`src/rtl/rr_mux_pkg.sv`:
```
// Shared definitions for the round-robin / fixed-select multiplexer.
//   MODE_FIXED / MODE_RR : values of the rr_mux mode input
//   N_MIN..N_MAX         : legal channel counts
//   W_MIN..W_MAX         : legal per-channel data widths
//   state_e              : output-stage state (empty / holding a word)
package rr_mux_pkg;

  localparam logic MODE_FIXED = 1'b0;
  localparam logic MODE_RR    = 1'b1;

  localparam int unsigned N_MIN = 2;
  localparam int unsigned N_MAX = 16;
  localparam int unsigned W_MIN = 1;
  localparam int unsigned W_MAX = 64;

  typedef enum logic {
    StEmpty = 1'b0,
    StFull  = 1'b1
  } state_e;

endpackage

```
`src/rtl/rr_pick.sv`:
```
// Rotating-priority search, purely combinational.
//   req         : request vector, one bit per channel
//   start       : channel index searched first; search wraps N-1 -> 0
//   grant_valid : at least one request was found
//   grant       : index of the first requesting channel at or after start
module rr_pick
  import rr_mux_pkg::*;
#(
  parameter int unsigned N  = 4,
  parameter int unsigned SW = $clog2(N)
) (
  input  logic [N-1:0]  req,
  input  logic [SW-1:0] start,
  output logic          grant_valid,
  output logic [SW-1:0] grant
);

  always_comb begin
    grant_valid = 1'b0;
    grant       = '0;
    for (int unsigned i = 0; i < N; i++) begin
      int unsigned idx;
      // start is always < N in practice; the modulo also keeps idx legal otherwise
      idx = (32'(start) + i) % N;
      if (!grant_valid && req[idx]) begin
        grant_valid = 1'b1;
        grant       = SW'(idx);
      end
    end
  end

endmodule

```
`src/rtl/rr_mux.sv`:
```
// N-channel multiplexer with a single registered output stage.
//   clk, rst_n : clock and asynchronous active-low reset
//   ip         : channel data, channel k at bits [k*W +: W]
//   ip_valid   : channel k holds a word
//   ip_ready   : channel k word accepted this cycle (at most one bit set)
//   mode       : MODE_FIXED selects channel s, MODE_RR rotates from ptr
//   s          : channel index used in fixed mode (s >= N grants nothing)
//   op         : registered selected data
//   op_valid   : op holds a word
//   op_ready   : downstream accepts op this cycle
//   sel        : channel index that produced op
module rr_mux
  import rr_mux_pkg::*;
#(
  parameter int unsigned N  = 4,
  parameter int unsigned W  = 1,
  parameter int unsigned SW = $clog2(N)
) (
  input  logic            clk,
  input  logic            rst_n,
  input  logic [N*W-1:0]  ip,
  input  logic [N-1:0]    ip_valid,
  output logic [N-1:0]    ip_ready,
  input  logic            mode,
  input  logic [SW-1:0]   s,
  output logic [W-1:0]    op,
  output logic            op_valid,
  input  logic            op_ready,
  output logic [SW-1:0]   sel
);

  state_e        state_q, state_d;
  logic [W-1:0]  op_q, op_d;
  logic [SW-1:0] sel_q, sel_d;
  logic [SW-1:0] ptr_q, ptr_d;

  logic          load;
  logic          s_in_range;
  logic          fix_valid;
  logic          rr_valid;
  logic [SW-1:0] rr_grant;
  logic          grant_valid;
  logic [SW-1:0] grant;
  logic [W-1:0]  word;

  rr_pick #(
    .N  (N),
    .SW (SW)
  ) u_pick (
    .req         (ip_valid),
    .start       (ptr_q),
    .grant_valid (rr_valid),
    .grant       (rr_grant)
  );

  // The output register can take a new word when empty or when it is draining now.
  assign load       = (state_q == StEmpty) || op_ready;
  assign s_in_range = (32'(s) < N);
  assign fix_valid  = s_in_range && ip_valid[s];

  always_comb begin
    grant_valid = 1'b0;
    grant       = '0;
    // Gating with rst_n keeps ip_ready low for the whole reset, not just after an edge.
    if (rst_n && load) begin
      if (mode == MODE_RR) begin
        grant_valid = rr_valid;
        grant       = rr_grant;
      end else begin
        grant_valid = fix_valid;
        grant       = s;
      end
    end
  end

  always_comb begin
    ip_ready = '0;
    if (grant_valid) begin
      ip_ready[grant] = 1'b1;
    end
  end

  always_comb begin
    word = '0;
    for (int unsigned k = 0; k < N; k++) begin
      if (grant == SW'(k)) begin
        word = ip[k*W +: W];
      end
    end
  end

  always_comb begin
    state_d = state_q;
    op_d    = op_q;
    sel_d   = sel_q;
    ptr_d   = ptr_q;
    if (grant_valid) begin
      state_d = StFull;
      op_d    = word;
      sel_d   = grant;
      if (mode == MODE_RR) begin
        ptr_d = (32'(grant) == N - 1) ? '0 : SW'(32'(grant) + 32'd1);
      end
    end else if ((state_q == StFull) && op_ready) begin
      // Word drained with nothing to replace it; op and sel keep their last values.
      state_d = StEmpty;
    end
  end

  always_ff @(posedge clk or negedge rst_n) begin
    if (!rst_n) begin
      state_q <= StEmpty;
      op_q    <= '0;
      sel_q   <= '0;
      ptr_q   <= '0;
    end else begin
      state_q <= state_d;
      op_q    <= op_d;
      sel_q   <= sel_d;
      ptr_q   <= ptr_d;
    end
  end

  assign op       = op_q;
  assign sel      = sel_q;
  assign op_valid = (state_q == StFull);

endmodule

```
`config.mk`:
```
export PLATFORM = sky130hd
export DESIGN_NAME = rr_mux
export DESIGN_NICKNAME = d
export VERILOG_FILES = /design/src/rtl/rr_mux_pkg.sv /design/src/rtl/rr_pick.sv /design/src/rtl/rr_mux.sv
export SDC_FILE = /design/constraint.sdc
export NUM_CORES = 1
export LEC_CHECK = 0
export CORE_UTILIZATION = 38
export DETAILED_ROUTE_END_ITERATION = 16
export PLACE_DENSITY = 0.84
export SKIP_CTS_REPAIR_TIMING = 1
export SYNTH_ARGS = -nofsm -noshare
export SYNTH_HDL_FRONTEND = slang
export SYNTH_SLANG_ARGS = --single-unit
```
`constraint.sdc`:
```
create_clock -name clk -period 2.1 [get_ports clk]
set_clock_uncertainty 0.1 [all_clocks]
set_input_delay 0.525 -clock clk [delete_from_list [all_inputs] [get_ports clk]]
set_output_delay 0.525 -clock clk [all_outputs]
set_load 0.02 [all_outputs]
```
==> reports/highlights.md <==
- **total length of routed met2 wires** 1.23 mm
- **Adder Area Share** 8.85%
- **worst setup margin** -0.541 ns
- **maximum number of pins on one net before global-route repair** 7
- **result of the run** finished, violations left
- **number of failing setup endpoints in the final timing report** 5
- **xor+xnor area frac** 0%
- **internal power** 445 uW
- **MI comb cells** 50
- **pre-CTS worst setup slack** -1.30 ns
- **number of flip-flops and latches** 6
- **violated checks** setup timing
- **met1 wire length** 747 microns
- **number of buffers added on ports** 21
- **Max Fanout on Critical Path** 5
- **register bit total from synthesis** 6
- **met2 Track Usage GR** 39.3%
- **later-pin clock latency in the skew report** 0.25 ns
- **Max-area cell class** combinational gates
- **final RePlAce weighted congestion** 0.786
- **async set or reset register ratio after synthesis** 100%
- **Flop area** 150 sq um
- **cell area after placement** 947 sq um
- **number of fill cells in the layout** 69
- **worst-case register-to-register setup slack** -0.37 ns
Fig. 1: M1 wires
Bar = 10 microns.
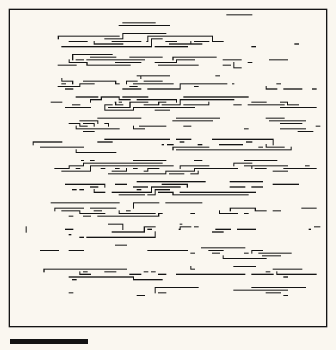
nets with wire on the layer: 111
share of all routed wire: 35%
longest straight run: 14.7 microns

Fig. 2: met2 routing
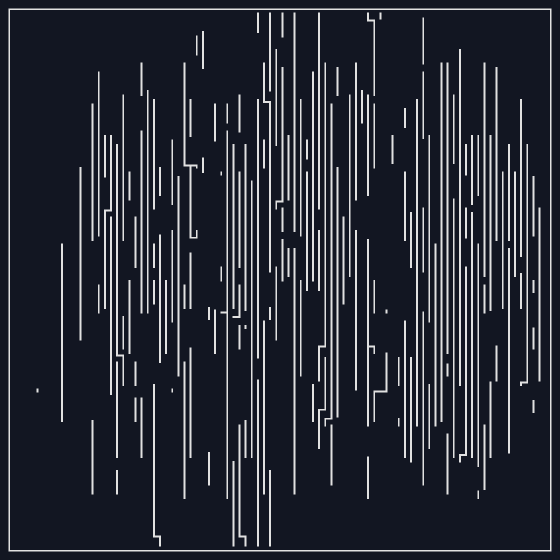
main direction: vertical
wire length on this layer: 1230 microns
nets with wire on the layer: 118
share of all routed wire: 58%

Fig. 3: M3 wires
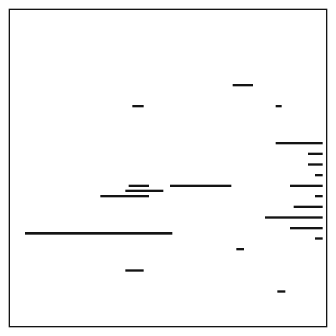
nets with wire on the layer: 17
wire length on this layer: 75.7 microns
main direction: horizontal
longest straight run: 18.6 microns

Fig. 4: track usage over the die
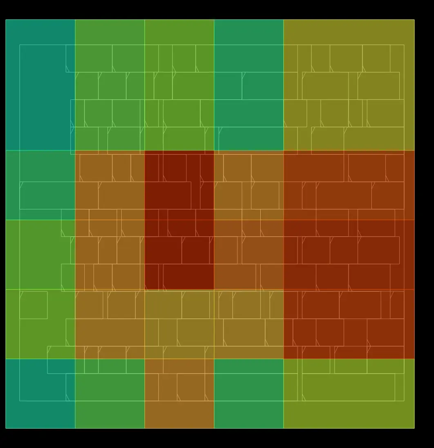
global router's overall resource usage: 21.3%
GR Util met1: 22.3%
met3 usage in global routing: 7.22%

Power and IR drop assume default switching activity.
